File: src/rtl/pipe_ctrl_chain.sv
// pipe_ctrl_chain: in-order pipeline backbone with forwarding, load-use stall, hold and kill; define PIPE_PERF_CNT_EN to add perf counters
module pipe_ctrl_chain #(
  parameter int STAGES = 3,
  parameter int PAYLOAD_W = 64,
  parameter int DATA_W = 32,
  parameter int REG_AW = 5,
  parameter int RES_AVAIL = 1,
  parameter int LOAD_AVAIL = 2,
  parameter int BR_STAGE = 0
) (
  input  logic                        clk,
  input  logic                        reset,
  input  logic                        in_valid,
  output logic                        in_ready,
  input  logic [PAYLOAD_W-1:0]        in_payload,
  input  logic [REG_AW-1:0]           in_rd,
  input  logic [REG_AW-1:0]           in_rs1,
  input  logic [REG_AW-1:0]           in_rs2,
  input  logic                        in_regwrite,
  input  logic                        in_is_load,
  input  logic                        hold,
  input  logic                        kill,
  input  logic [STAGES*DATA_W-1:0]    stage_result,
  input  logic [DATA_W-1:0]           rf_a,
  input  logic [DATA_W-1:0]           rf_b,
  output logic [DATA_W-1:0]           opa,
  output logic [DATA_W-1:0]           opb,
  output logic                        fwd_a_hit,
  output logic                        fwd_b_hit,
  output logic [STAGES-1:0]           stage_valid,
  output logic [STAGES*PAYLOAD_W-1:0] stage_payload,
  output logic                        wb_en,
`ifdef PIPE_PERF_CNT_EN
  output logic [31:0]                 perf_retired,
  output logic [31:0]                 perf_stall_cyc,
  output logic [31:0]                 perf_kill_cyc,
`endif
  output logic [REG_AW-1:0]           wb_rd
);
  logic [STAGES-1:0] v, rw, ld;
  logic [PAYLOAD_W-1:0] pl [STAGES];
  logic [REG_AW-1:0] rd [STAGES];
  logic [REG_AW-1:0] rs1, rs2;
  logic stall;
  logic unused_res;
  assign unused_res = ^stage_result[DATA_W-1:0];
  always_comb begin
    stall = 1'b0;
    for (int k = 0; k < STAGES; k++)
      if (in_valid && v[k] && rw[k] && rd[k] != '0 && (rd[k] == in_rs1 || rd[k] == in_rs2) &&
          k + 1 < (ld[k] ? LOAD_AVAIL : RES_AVAIL))
        stall = 1'b1;
  end
  assign in_ready = !reset && !hold && !kill && !stall;
  always_comb begin
    fwd_a_hit = 1'b0;
    fwd_b_hit = 1'b0;
    opa = rf_a;
    opb = rf_b;
    for (int k = STAGES - 1; k >= 1; k--)
      if (v[0] && v[k] && rw[k] && rd[k] != '0 && k >= (ld[k] ? LOAD_AVAIL : RES_AVAIL)) begin
        if (rd[k] == rs1) begin
          fwd_a_hit = 1'b1;
          opa = stage_result[k*DATA_W +: DATA_W];
        end
        if (rd[k] == rs2) begin
          fwd_b_hit = 1'b1;
          opb = stage_result[k*DATA_W +: DATA_W];
        end
      end
  end
  always_ff @(posedge clk)
    if (reset) begin
      v <= '0;
      rw <= '0;
      ld <= '0;
      rs1 <= '0;
      rs2 <= '0;
      for (int k = 0; k < STAGES; k++) begin
        pl[k] <= '0;
        rd[k] <= '0;
      end
    end else if (hold) begin
      for (int k = 0; k < BR_STAGE; k++)
        if (kill) v[k] <= 1'b0;
    end else begin
      v[0] <= in_valid && in_ready;
      pl[0] <= in_payload;
      rd[0] <= in_rd;
      rw[0] <= in_regwrite;
      ld[0] <= in_is_load;
      rs1 <= in_rs1;
      rs2 <= in_rs2;
      for (int k = 1; k < STAGES; k++) begin
        v[k] <= v[k-1] && !(kill && k <= BR_STAGE);
        pl[k] <= pl[k-1];
        rd[k] <= rd[k-1];
        rw[k] <= rw[k-1];
        ld[k] <= ld[k-1];
      end
    end
  for (genvar i = 0; i < STAGES; i++) begin : g_pl
    assign stage_payload[i*PAYLOAD_W +: PAYLOAD_W] = pl[i];
  end
  assign stage_valid = v;
  assign wb_en = v[STAGES-1] && rw[STAGES-1] && rd[STAGES-1] != '0;
  assign wb_rd = rd[STAGES-1];
`ifdef PIPE_PERF_CNT_EN
  always_ff @(posedge clk)
    if (reset) begin
      perf_retired <= '0;
      perf_stall_cyc <= '0;
      perf_kill_cyc <= '0;
    end else begin
      perf_retired <= perf_retired + 32'(v[STAGES-1] && !hold && perf_retired != '1);
      perf_stall_cyc <= perf_stall_cyc + 32'(in_valid && stall && perf_stall_cyc != '1);
      perf_kill_cyc <= perf_kill_cyc + 32'(kill && perf_kill_cyc != '1);
    end
`endif
endmodule
File: config.mk
export PLATFORM = sky130hd
export DESIGN_NAME = pipe_ctrl_chain
export DESIGN_NICKNAME = d
export VERILOG_FILES = /design/src/rtl/pipe_ctrl_chain.sv
export SDC_FILE = /design/constraint.sdc
export NUM_CORES = 1
export LEC_CHECK = 0
export ABC_AREA = 1
export CAP_MARGIN = 20
export CORE_AREA = 2 2 202 204
export CTS_CLUSTER_SIZE = 10
export DETAILED_ROUTE_END_ITERATION = 7
export DIE_AREA = 0 0 204 206
export PLACE_DENSITY_LB_ADDON = 0.08
export SYNTH_ARGS = -nofsm -noshare
export SYNTH_HDL_FRONTEND = slang
export SYNTH_SLANG_ARGS = --single-unit
File: constraint.sdc
create_clock -name clk -period 14.61 [get_ports clk]
set_input_delay 4.383 -clock clk [delete_from_list [all_inputs] [get_ports clk]]
set_output_delay 4.383 -clock clk [all_outputs]
set_load 0.02 [all_outputs]
### Signal wires by layer, run 1

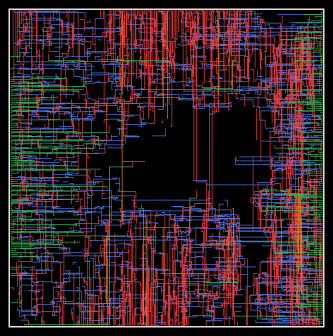
legend:
  orange:
    layer: met4
    wire_length: 1,170 microns
  blue:
    layer: met1
    wire_length: 13,900 microns
  red:
    layer: met2
    wire_length: 18,300 microns
  green:
    layer: met3
    wire_length: 4,260 microns

### Routing congestion map, run 1

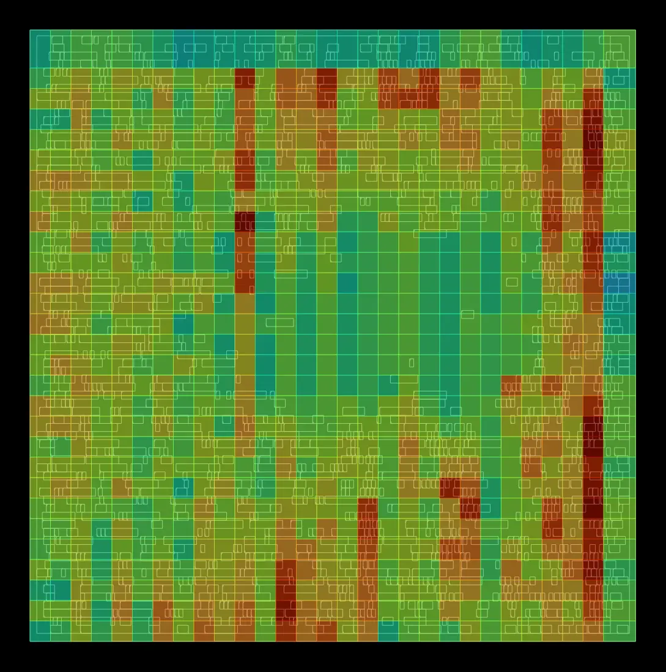
post-layout util: 42.2%
routing layer with the top usage in global route: met2

==> results.cfg, run 1 <==
; implementation run metrics
[logic_synthesis]
synthDominantAreaCellType = sky130_fd_sc_hd__edfxtp_1
synth.yosys.seq_area_share_pct = 59.4
synth_cell_types = 23
syn-instance-count = 1280

[power]
power.ir.vdd_worst_uv = 88.0
share_clk_of_total_power_pct = 35.8

[routing]
drt_first_iter_violations = 571

[worst_setup_path]
sequence_of_cells_on_the_critical_path = clkdlybuf4s50_1, nor2_1, inv_6, nor2_1, a21boi_0, clkdlybuf4s50_1
path_max_fanout = 77
timing_startpoint_of_the_critical_path = hold

[die]
io_pins = 514
core_util_floorplan_pct = 27.5

[place]
buffer_ports.inserted = 481
routabilityCongestion = 0.845

[worst_hold_path]
timing.hold.worst_path_depth = 2
min_from = ld[1]$_SDFFE_PP0N_

[final_timing]
fmax_ghz = 0.0906

[cts]
ctsHtreeMaxLevel = 1
cts_made_buffers = 27

[status]
status = finished clean

[global_route]
global_route.usage.met1_pct = 18.7
### Met2 routing, run 1

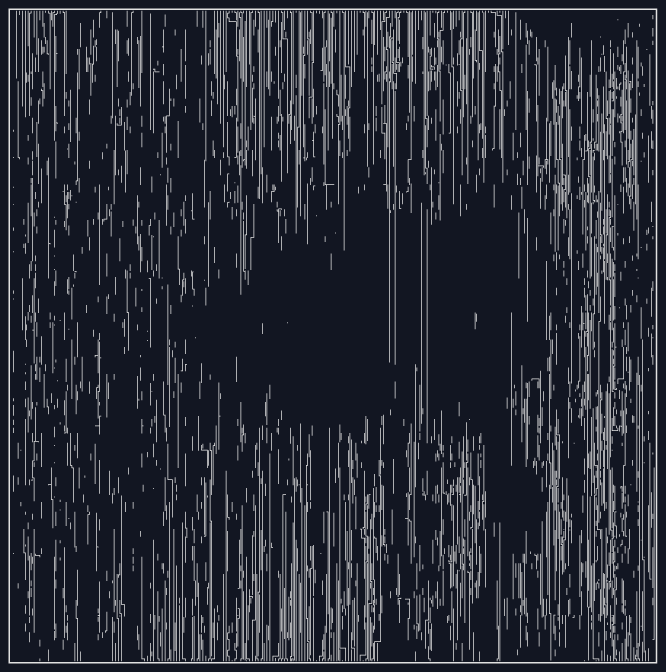
longest straight run: 88.7 microns
wire length on this layer: 18,300 microns
nets with wire on the layer: 1,510
share of all routed wire: 49%

## run 1: synthesized netlist by cell type, drive strengths merged
| cell type | number |
|---|---|
| dfxtp | 18 |
| edfxtp | 207 |
| nand3 | 135 |
| buf | 53 |
| inv | 340 |
| nand2 | 252 |
| xor2 | 8 |
| o21ai | 8 |
| nor2 | 225 |
| nand4 | 7 |
| a21boi | 1 |
| clkbuf | 8 |
| o22ai | 10 |
| xnor2 | 6 |
| nor3 | 2 |
## run 1: stage by stage
stage,std cells,hold WS (ps),worst slack (ps)
floorplan,1280,448,3590
global placement,2240,465,3580
detailed placement,2240,464,3550
CTS,2281,474,3540
global route,2281,506,3430
finish,2281,474,3580
## run 1: cells by family (layout without fill, tap and decap cells)
logic type,count (synthesis),after routing,synth area share [%]
AND/OR/NAND/NOR,621,621,23.2
flip-flops,225,225,59.4
buffers and inverters,401,870,15.3
XOR/XNOR,14,14,1.11
AND-OR/OR-AND,19,19,0.995
## run 1: area by class of cell
class,instances,area (sq um)
Fill cell,4009,23200
Sequential cell,225,6580
Timing Repair Buffer,489,4870
Multi-Input combinational cell,654,2800
Inverter,340,1290
Clock buffer,38,727
Tap cell,532,666
Clock inverter,3,40.0
## run 1: tightest hold or removal path, stage by stage, from the launching register on
cell and delay [ps]:
sky130_fd_sc_hd__dfxtp_1 290, sky130_fd_sc_hd__inv_1 60, sky130_fd_sc_hd__o22ai_1 70
## run 1: state kept, by name (all words and copies together) (netlist names)
register     flops
pl             192
rd              15
rs1              5
rs2              5
rw               3
stage_valid      3
ld               2
## run 1: power groups by stage
stage	Sequential [W]	Clock [W]	Combinational, W
after floorplan	0.000836	0	0.0000907
after CTS	0.000771	0.000628	0.000321
after detailed placement	0.000783	0	0.000319
after global placement	0.000782	0	0.000320
final	0.000770	0.000605	0.000316
after global routing	0.000776	0.000652	0.000340
==> run 2: changes to the inputs <==
Clock period 14.61 ns to 10.9 ns, I/O delays scaled along.
==> results.cfg, run 2 <==
; implementation run metrics
[worst_setup_path]
sequence_of_cells_on_the_critical_path = clkdlybuf4s50_1, nor2_1, inv_6, nor2_1, a21boi_0, clkdlybuf4s50_1
path_max_fanout = 37

[power]
power.ir.vdd_worst_uv = 113

[final_layout]
largest_register_ffs = 192
final_cells = 2283
reg_with_most_ffs = pl
reg_top3 = pl: 192 flops, rd: 15 flops

[die]
core_util_floorplan_pct = 27.5
io_pins = 514

[logic_synthesis]
synth_cell_types = 23
synth.yosys.seq_area_share_pct = 59.4
synthTopCellsByCount = sky130_fd_sc_hd__inv_1 (333), sky130_fd_sc_hd__nand2_1 (250), sky130_fd_sc_hd__nor2_1 (223)
ff_type = sky130_fd_sc_hd__edfxtp_1
enable_flop_cells = 207
synthArstFlopShare_pct = 0
yosysMostFrequentCell = sky130_fd_sc_hd__inv_1

[worst_hold_path]
min_from = ld[1]$_SDFFE_PP0N_

[cts]
cts_made_buffers = 27
ctsHtreeMaxLevel = 1

[place]
dpl.cell_count = 2239
routabilityCongestion = 0.824

[final_timing]
fmax_ghz = 0.115
layout_setup_ws_ps = 2200

[status]
status = finished clean

[routing]
drt_first_iter_violations = 495
[run 2: cell families (layout without fill, tap and decap cells)]
kind of cell / Yosys count / in the layout / share of synthesized area, %
other cells: 0 / 2 / 0
simple gates: 621 / 621 / 23.2
compound gates: 19 / 19 / 0.995
buf+inv: 401 / 870 / 15.3
flops: 225 / 225 / 59.4
xor+xnor: 14 / 14 / 1.11
[run 2: worst register-to-register path: cells and delay by family (launching register included)]
kind	cells	cell delay [ps]
AOI/OAI and AO/OA	1	170
and+or+nand+nor	4	320
DFF	1	410
buffers and inverters	2	220
[run 2: layout make-up]
class,instances,area [sq um]
clock buffers,38,717
diodes,2,5.00
fillers,4082,23200
well taps,532,666
clock inverters,3,17.5
flip-flops and latches,225,6580
repair buffers,489,4890
multi-input cells,654,2800
inverters,340,1290
[run 2: metal layers]
layer	vias to the layer above	GRT usage [%]	wire length [microns]
li1	4771	-	-
met1	4314	18.9	14000
met2	341	30.1	18500
met3	57	6.67	4090
met4	0	6.16	1110
met5	-	0	0
[run 2: stage by stage]
stage | cell area [sq um] | hold WS [ps]
finish | 17000 | 484
global placement | 16200 | 464
CTS | 16900 | 477
global route | 17000 | 523
floorplan | 11100 | 448
detailed placement | 16200 | 465
[run 2: how the worst max path moves through the flow]
stage | start | to | cells past startpoint
global placement | hold | in_ready | 6
detailed placement | hold | in_ready | 6
floorplan | hold | pl[0][0]$_SDFFCE_PN0P_ | 4
CTS | hold | in_ready | 6
finish | hold | in_ready | 6
global route | reset | in_ready | 6
[run 2: report_power, final]
| group | internal (W) | total (W) | switching, W |
|---|---|---|---|
| clock network | 0.000450 | 0.000779 | 0.000329 |
| registers | 0.00100 | 0.00103 | 0.0000278 |
| logic | 0.000203 | 0.000425 | 0.000222 |
### Met2 routing, run 2

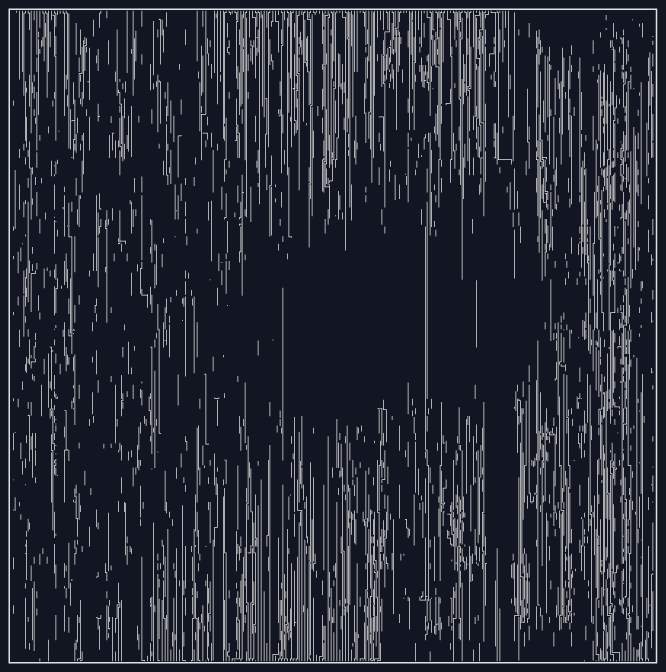
wire length on this layer: 18,500 microns
longest straight run: 86.0 microns
main direction: vertical
share of all routed wire: 49%
nets with wire on the layer: 1,505

### Routing congestion map, run 2

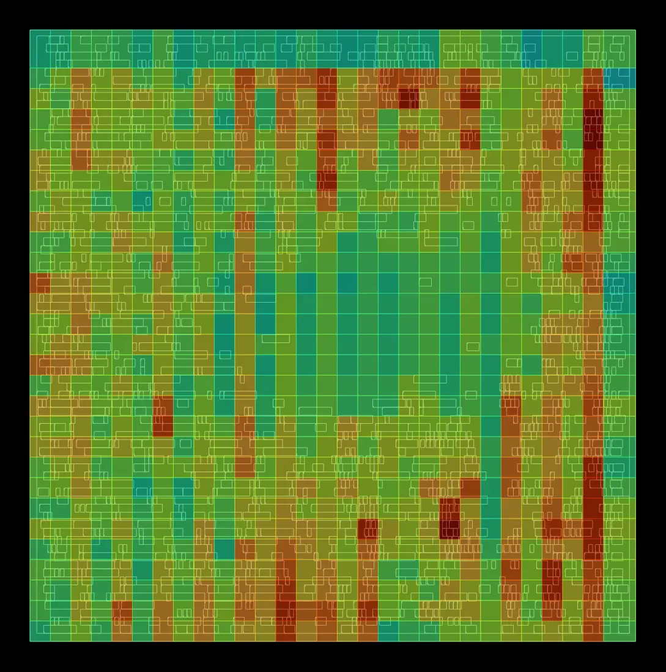
post-layout util: 42.2%
met3 global-route usage: 6.67%
overall routing resource usage: 17.2%
met2 capacity usage during global routing: 30.1%

Power figures rest on the tool's default switching activity, not on a simulated workload.
